$ cat src/rtl/shift_ctrl_pkg.sv
// Shared constants and types for the barrel-shifter button command controller.
package shift_ctrl_pkg;

    localparam int unsigned NUM_BTN = 4;
    localparam int unsigned SHAMT_W = 4;

    localparam int unsigned BTN_INC  = 0;
    localparam int unsigned BTN_DEC  = 1;
    localparam int unsigned BTN_DIR  = 2;
    localparam int unsigned BTN_MODE = 3;

    typedef enum logic [1:0] {
        RPT_IDLE   = 2'd0,
        RPT_HOLD   = 2'd1,
        RPT_REPEAT = 2'd2
    } rpt_state_t;

    typedef enum logic {
        DIR_LEFT  = 1'b0,
        DIR_RIGHT = 1'b1
    } dir_t;

    typedef enum logic {
        MODE_LOGICAL = 1'b0,
        MODE_ROTATE  = 1'b1
    } mode_t;

    // Isolate the lowest set bit: bit 0 has the highest priority.
    function automatic logic [NUM_BTN-1:0] lowest_one(input logic [NUM_BTN-1:0] v);
        return v & (~v + NUM_BTN'(1));
    endfunction

endpackage

$ cat src/rtl/btn_conditioner.sv
// One push-button channel: 2-flop synchronizer, debounce counter and
// a rising-edge press pulse derived from the debounced level.
module btn_conditioner #(
    parameter int unsigned DEB_CYCLES = 8
) (
    input  logic clk_1kHz,
    input  logic rst,
    input  logic raw,
    output logic level,
    output logic press_c
);

    localparam int unsigned CNT_W = $clog2(DEB_CYCLES + 1);

    logic             sync_q1;
    logic             sync_q2;
    logic             level_q;
    logic [CNT_W-1:0] cnt_q;

    // Level flips only after DEB_CYCLES consecutive disagreeing samples.
    always_ff @(posedge clk_1kHz or posedge rst) begin
        if (rst) begin
            sync_q1 <= 1'b0;
            sync_q2 <= 1'b0;
            level   <= 1'b0;
            level_q <= 1'b0;
            cnt_q   <= '0;
        end else begin
            sync_q1 <= raw;
            sync_q2 <= sync_q1;
            level_q <= level;
            if (sync_q2 != level) begin
                if (cnt_q == CNT_W'(DEB_CYCLES - 1)) begin
                    level <= sync_q2;
                    cnt_q <= '0;
                end else begin
                    cnt_q <= cnt_q + CNT_W'(1);
                end
            end else begin
                cnt_q <= '0;
            end
        end
    end

    assign press_c = level & ~level_q;

endmodule

$ cat src/rtl/shift_cmd_ctrl.sv
// Button command controller: conditions four buttons, arbitrates presses and
// auto-repeats, and drives the barrel shifter configuration registers.
module shift_cmd_ctrl
    import shift_ctrl_pkg::*;
#(
    parameter int unsigned DEB_CYCLES   = 8,
    parameter int unsigned REPEAT_DELAY = 500,
    parameter int unsigned REPEAT_RATE  = 100
) (
    input  logic               clk_1kHz,
    input  logic               rst,
    input  logic [NUM_BTN-1:0] btn_raw,
    output logic [NUM_BTN-1:0] btn_state,
    output logic [SHAMT_W-1:0] shamt,
    output logic               dir,
    output logic               mode,
    output logic               cfg_valid
);

    localparam int unsigned TMR_MAX = (REPEAT_DELAY > REPEAT_RATE) ? REPEAT_DELAY : REPEAT_RATE;
    localparam int unsigned TMR_W   = $clog2(TMR_MAX);

    logic [NUM_BTN-1:0] req_c;
    logic [NUM_BTN-1:0] inj_c;
    logic [NUM_BTN-1:0] cand_c;
    logic [NUM_BTN-1:0] grant_c;
    logic [NUM_BTN-1:0] pending_q;
    logic               upd_q;

    rpt_state_t         state_q, state_d;
    logic               rb_q, rb_d;
    logic [TMR_W-1:0]   tmr_q, tmr_d;

    logic               rb_held_c;
    logic               active_c;
    logic               due_c;
    logic               exec_incdec_c;
    logic               exec_dec_c;

    for (genvar i = 0; i < NUM_BTN; i++) begin : g_btn
        btn_conditioner #(
            .DEB_CYCLES(DEB_CYCLES)
        ) u_cond (
            .clk_1kHz(clk_1kHz),
            .rst     (rst),
            .raw     (btn_raw[i]),
            .level   (btn_state[i]),
            .press_c (req_c[i])
        );
    end

    // rb_q selects the tracked button: 0 = INC, 1 = DEC.
    assign rb_held_c = rb_q ? btn_state[BTN_DEC] : btn_state[BTN_INC];
    assign active_c  = (state_q != RPT_IDLE) && rb_held_c;
    assign due_c     = active_c &&
                       (((state_q == RPT_HOLD)   && (tmr_q == TMR_W'(REPEAT_DELAY - 1))) ||
                        ((state_q == RPT_REPEAT) && (tmr_q == TMR_W'(REPEAT_RATE - 1))));

    assign inj_c     = {2'b00, due_c & rb_q, due_c & ~rb_q};
    assign cand_c    = pending_q | req_c | inj_c;
    assign grant_c   = lowest_one(cand_c);

    assign exec_incdec_c = grant_c[BTN_INC] | grant_c[BTN_DEC];
    assign exec_dec_c    = grant_c[BTN_DEC];

    // Auto-repeat state register.
    always_ff @(posedge clk_1kHz or posedge rst) begin
        if (rst) begin
            state_q <= RPT_IDLE;
            rb_q    <= 1'b0;
            tmr_q   <= '0;
        end else begin
            state_q <= state_d;
            rb_q    <= rb_d;
            tmr_q   <= tmr_d;
        end
    end

    // Release beats a due repeat; an executed INC/DEC on a new button re-arms the hold.
    always_comb begin
        state_d = state_q;
        rb_d    = rb_q;
        tmr_d   = tmr_q;
        case (state_q)
            RPT_IDLE: begin
                tmr_d = tmr_q;
            end
            RPT_HOLD, RPT_REPEAT: begin
                if (!rb_held_c) begin
                    state_d = RPT_IDLE;
                end else if (due_c) begin
                    state_d = RPT_REPEAT;
                    tmr_d   = '0;
                end else begin
                    tmr_d = tmr_q + TMR_W'(1);
                end
            end
            default: begin
                state_d = RPT_IDLE;
            end
        endcase
        if (exec_incdec_c && (!active_c || (exec_dec_c != rb_q))) begin
            state_d = RPT_HOLD;
            rb_d    = exec_dec_c;
            tmr_d   = '0;
        end
    end

    // Command execution and configuration registers.
    always_ff @(posedge clk_1kHz or posedge rst) begin
        if (rst) begin
            pending_q <= '0;
            upd_q     <= 1'b0;
            cfg_valid <= 1'b0;
            shamt     <= '0;
            dir       <= DIR_LEFT;
            mode      <= MODE_LOGICAL;
        end else begin
            pending_q <= cand_c & ~grant_c;
            upd_q     <= |grant_c;
            cfg_valid <= upd_q;
            if (grant_c[BTN_INC]) begin
                shamt <= shamt + SHAMT_W'(1);
            end
            if (grant_c[BTN_DEC]) begin
                shamt <= shamt - SHAMT_W'(1);
            end
            if (grant_c[BTN_DIR]) begin
                dir <= ~dir;
            end
            if (grant_c[BTN_MODE]) begin
                mode <= ~mode;
            end
        end
    end

endmodule

$ cat config.mk
export PLATFORM = sky130hd
export DESIGN_NAME = shift_cmd_ctrl
export DESIGN_NICKNAME = d
export VERILOG_FILES = /design/src/rtl/shift_ctrl_pkg.sv /design/src/rtl/btn_conditioner.sv /design/src/rtl/shift_cmd_ctrl.sv
export SDC_FILE = /design/constraint.sdc
export NUM_CORES = 1
export LEC_CHECK = 0
export ABC_AREA = 1
export CAP_MARGIN = 20
export CORE_MARGIN = 4
export CORE_UTILIZATION = 42
export CTS_CLUSTER_SIZE = 20
export DETAILED_ROUTE_END_ITERATION = 8
export PLACE_DENSITY_LB_ADDON = 0.08
export SLEW_MARGIN = 20
export SYNTH_ARGS = -nofsm -noshare
export SYNTH_HDL_FRONTEND = slang
export SYNTH_SLANG_ARGS = --single-unit
$ cat constraint.sdc
create_clock -name clk_1kHz -period 3.7 [get_ports clk_1kHz]
set_input_delay 0.37 -clock clk_1kHz [delete_from_list [all_inputs] [get_ports clk_1kHz]]
set_output_delay 0.37 -clock clk_1kHz [all_outputs]
set_load 0.02 [all_outputs]
==> ci_impl_report.md <==
### Metrics collected by this job

| Metric | Value |
|---|---|
| Worst setup path start | `state_q[0]` |
| Critical path launch point type | `flop` |
| PortBufs | `16` |
| Tap cells | `72` |
| Gate power share | `0.415` |
| RR Startpoint | `state_q[0]` |
| Metal1 wirelength | `1890 um` |
| DRT Pass-1 Iters | `4` |
| Vias/cell | `4.54` |
| Dpl ws | `1.49 ns` |
| Outcome | `finished clean` |
| Hold endpoint | `g_btn[2].u_cond.sync_q2` |
| Synth top cells by count | `dfrtp_1, nand2_1, inv_1` |
| DRT Wirelength | `3770 um` |
| GR Layer Usage met2 | `0.186` |
| Metal3 WL | `138 um` |
| Number of non-clock inverters in the layout | `39` |
| Worst r2r dst | `shamt[2]` |
| Die W | `85.4 um` |
| WL met2 | `around 1700 um` |
| First-pass GRT wire length | `approximately 7000 um` |
| Synth Flop Type | `dfrtp_1` |
| Syn-to-layout area delta | `12.1%` |
| Grt ovf | `0` |
| I/O pin cnt | `17` |
| Data required, critical path | `3.92 ns` |
| Setup Skew | `approximately 0.0062 ns` |
| Syn_nets | `271` |
| Row Count | `27` |
| Switching share of power | `0.397` |
| Largest cell class | `flip-flops and latches` |
| Final-report hold violation count | `0` |
| Worst skew pair latency | `0.30 ns` |
| Root Driver | `clkbuf_8` |
| Max Cap Viol | `0` |
| Reg with most FFs | `g_btn.u_cond.cnt_q` |
| Hold WS | `0.355 ns` |
| Post-route cell area | `approximately 0.0028 mm2` |
| Cell repeated most along the worst path | `nand2_1` |
| Number of flip-flops in the largest register | `16` |
| Final net count | `slightly below 300` |
| VDD IR max | `between 0.3 and 0.4 mV` |
| Logic cell area | `963 um2` |
| Post-route ant nets | `0` |
| Dominant cell type by area after synthesis | `dfrtp_1` |
| Pins Over Slew Limit | `0` |
| Non-clock buffer count | `17` |
| Seq/Total Area, Yosys | `0.547` |
| TNS Setup | `0 ns` |
| Die H | `85.4 um` |
| Top-area cell share | `0.547` |
| Ratio of cells with drive above 1 in the final layout | `0.120` |
| Placed Cells | `between 300 and 400` |
| Chip footprint | `approximately 0.0073 mm2` |
| Worst r2r path cells | `17` |
| Final worst-path cycle share | `0.597` |
| Hold Crit Start | `g_btn[2].u_cond.sync_q1` |
| Max incr delay on CP | `approximately 0.38 ns` |
| DRC Markers | `0` |
| Cell Type Count | `29` |
| Num CTS Buffers | `5` |
| Hold Buf Count CTS | `0` |
| Most common cell in the synthesized netlist | `dfrtp_1` |
worst max-delay path: cells and delay by family, from the launching register on:
kind            cells  cell delay, ns
simple gates        9            0.85
fa+ha+maj           2            0.39
flops               1            0.38
buf+inv             4            0.23
xor+xnor            1            0.15
compound gates      1            0.13
kinds of logic (layout without fill, tap and decap cells):
logic type / Yosys count / in the layout / synth area share
compound gates: 19 / 19 / 0.0467
mux: 2 / 2 / 0.00895
flops: 55 / 55 / 0.547
buf+inv: 43 / 62 / 0.0701
simple gates: 106 / 106 / 0.206
xor+xnor: 22 / 22 / 0.0766
fa+ha+maj: 9 / 9 / 0.0448
placed cells by master (no fill, tap or decap), types with 2 or more instances in the layout:
| cell type | netlist | final |
|---|---|---|
| o22ai_1 | 5 | 5 |
| dfrtp_1 | 55 | 55 |
| mux2_2 | 2 | 2 |
| xor2_1 | 15 | 15 |
| nand3_1 | 15 | 15 |
| clkbuf_8 | 0 | 5 |
| nand2_1 | 39 | 39 |
| o21ai_0 | 3 | 3 |
| inv_1 | 33 | 32 |
| clkdlybuf4s50_1 | 0 | 16 |
| xnor2_1 | 7 | 7 |
| nand3b_1 | 2 | 2 |
| a21oi_1 | 5 | 5 |
| nor2_1 | 28 | 28 |
| nor3_1 | 4 | 4 |
| inv_2 | 5 | 6 |
| nand3_2 | 2 | 2 |
| o21ai_1 | 3 | 3 |
| ha_1 | 9 | 9 |
| nand2_4 | 4 | 4 |
| nand2_2 | 7 | 7 |
power by group through the flow:
| stage | combinational, mW | clock (mW) | sequential, mW |
|---|---|---|---|
| floorplan | 0.615 | 0 | 0.926 |
| global placement | 0.865 | 0 | 0.906 |
| detailed placement | 0.865 | 0 | 0.908 |
| CTS | 0.870 | 0.323 | 0.897 |
| global route | 0.977 | 0.347 | 0.925 |
| finish | 0.851 | 0.308 | 0.894 |
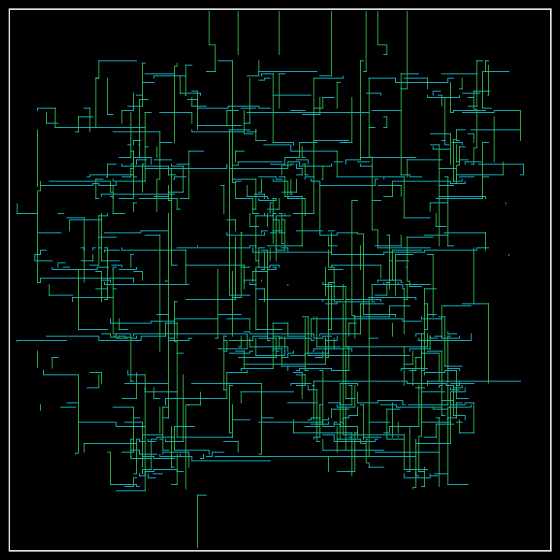
layers.png
Only two layers are drawn.
- cyan: M1 (wire length 1890 um)
- green: M2 (wire length 1700 um)
WL/cell: 10.9 um
all-layer global routing usage: 0.116
routed via count: 1575

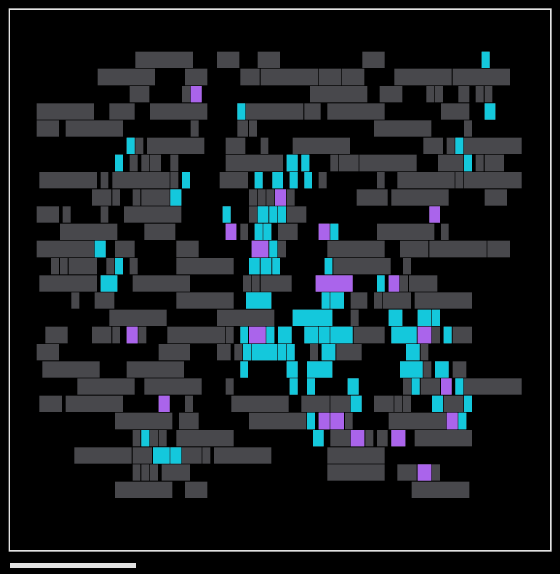
gates.png
Scale bar: 20 um.
- purple: aoi and oai cells (cells 19)
- cyan: nand cells (cells 71)

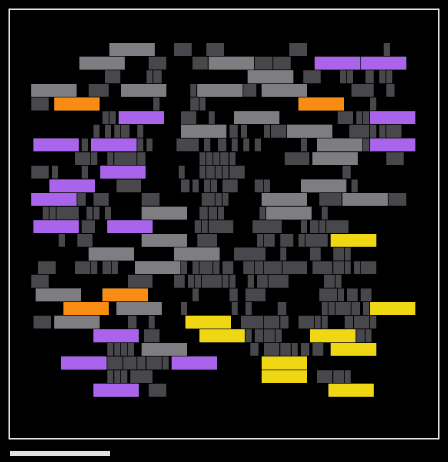
ff_map.png
Scale bar: 20 um. Other sequential cells in the stronger grey, the rest of the logic in the fainter grey.
- purple: g_btn.u_cond.cnt_q (sequential cells 16; where all over the die)
- orange: g_btn.u_cond.sync_q2 (sequential cells 4)
- yellow: tmr_q (sequential cells 9)
- not coloured: 26
fin util: 0.500
P_seq: 0.894 mW
register area: 0.00138 mm2
sequential share of cell area: 0.488

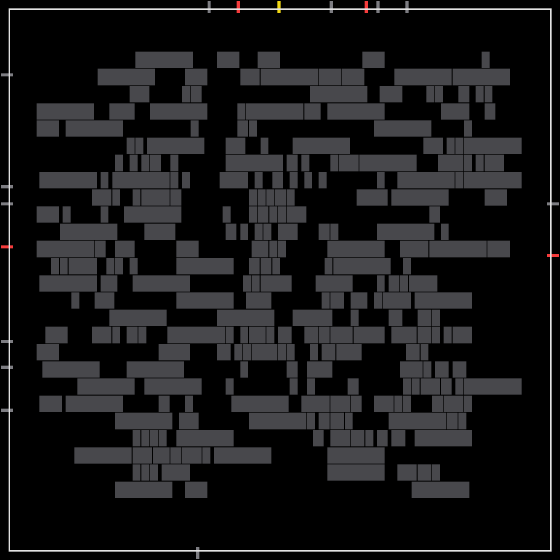
pinout.png
Pins as bars across the die edge, other pins in grey.
- yellow: mode (pins 1; direction output; edge top)
- red: shamt (pins 4; direction output; edge 2 top, 1 left, 1 right)
- all pins by edge: 7 left, 7 top, 2 right, 1 bottom

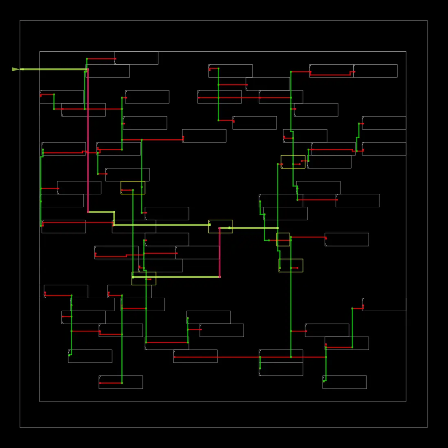
clock_nets.png
CTS sink count: 55
final-layout clock buffer total: 5

No activity file was given, so power comes from the tool's default toggle rates.
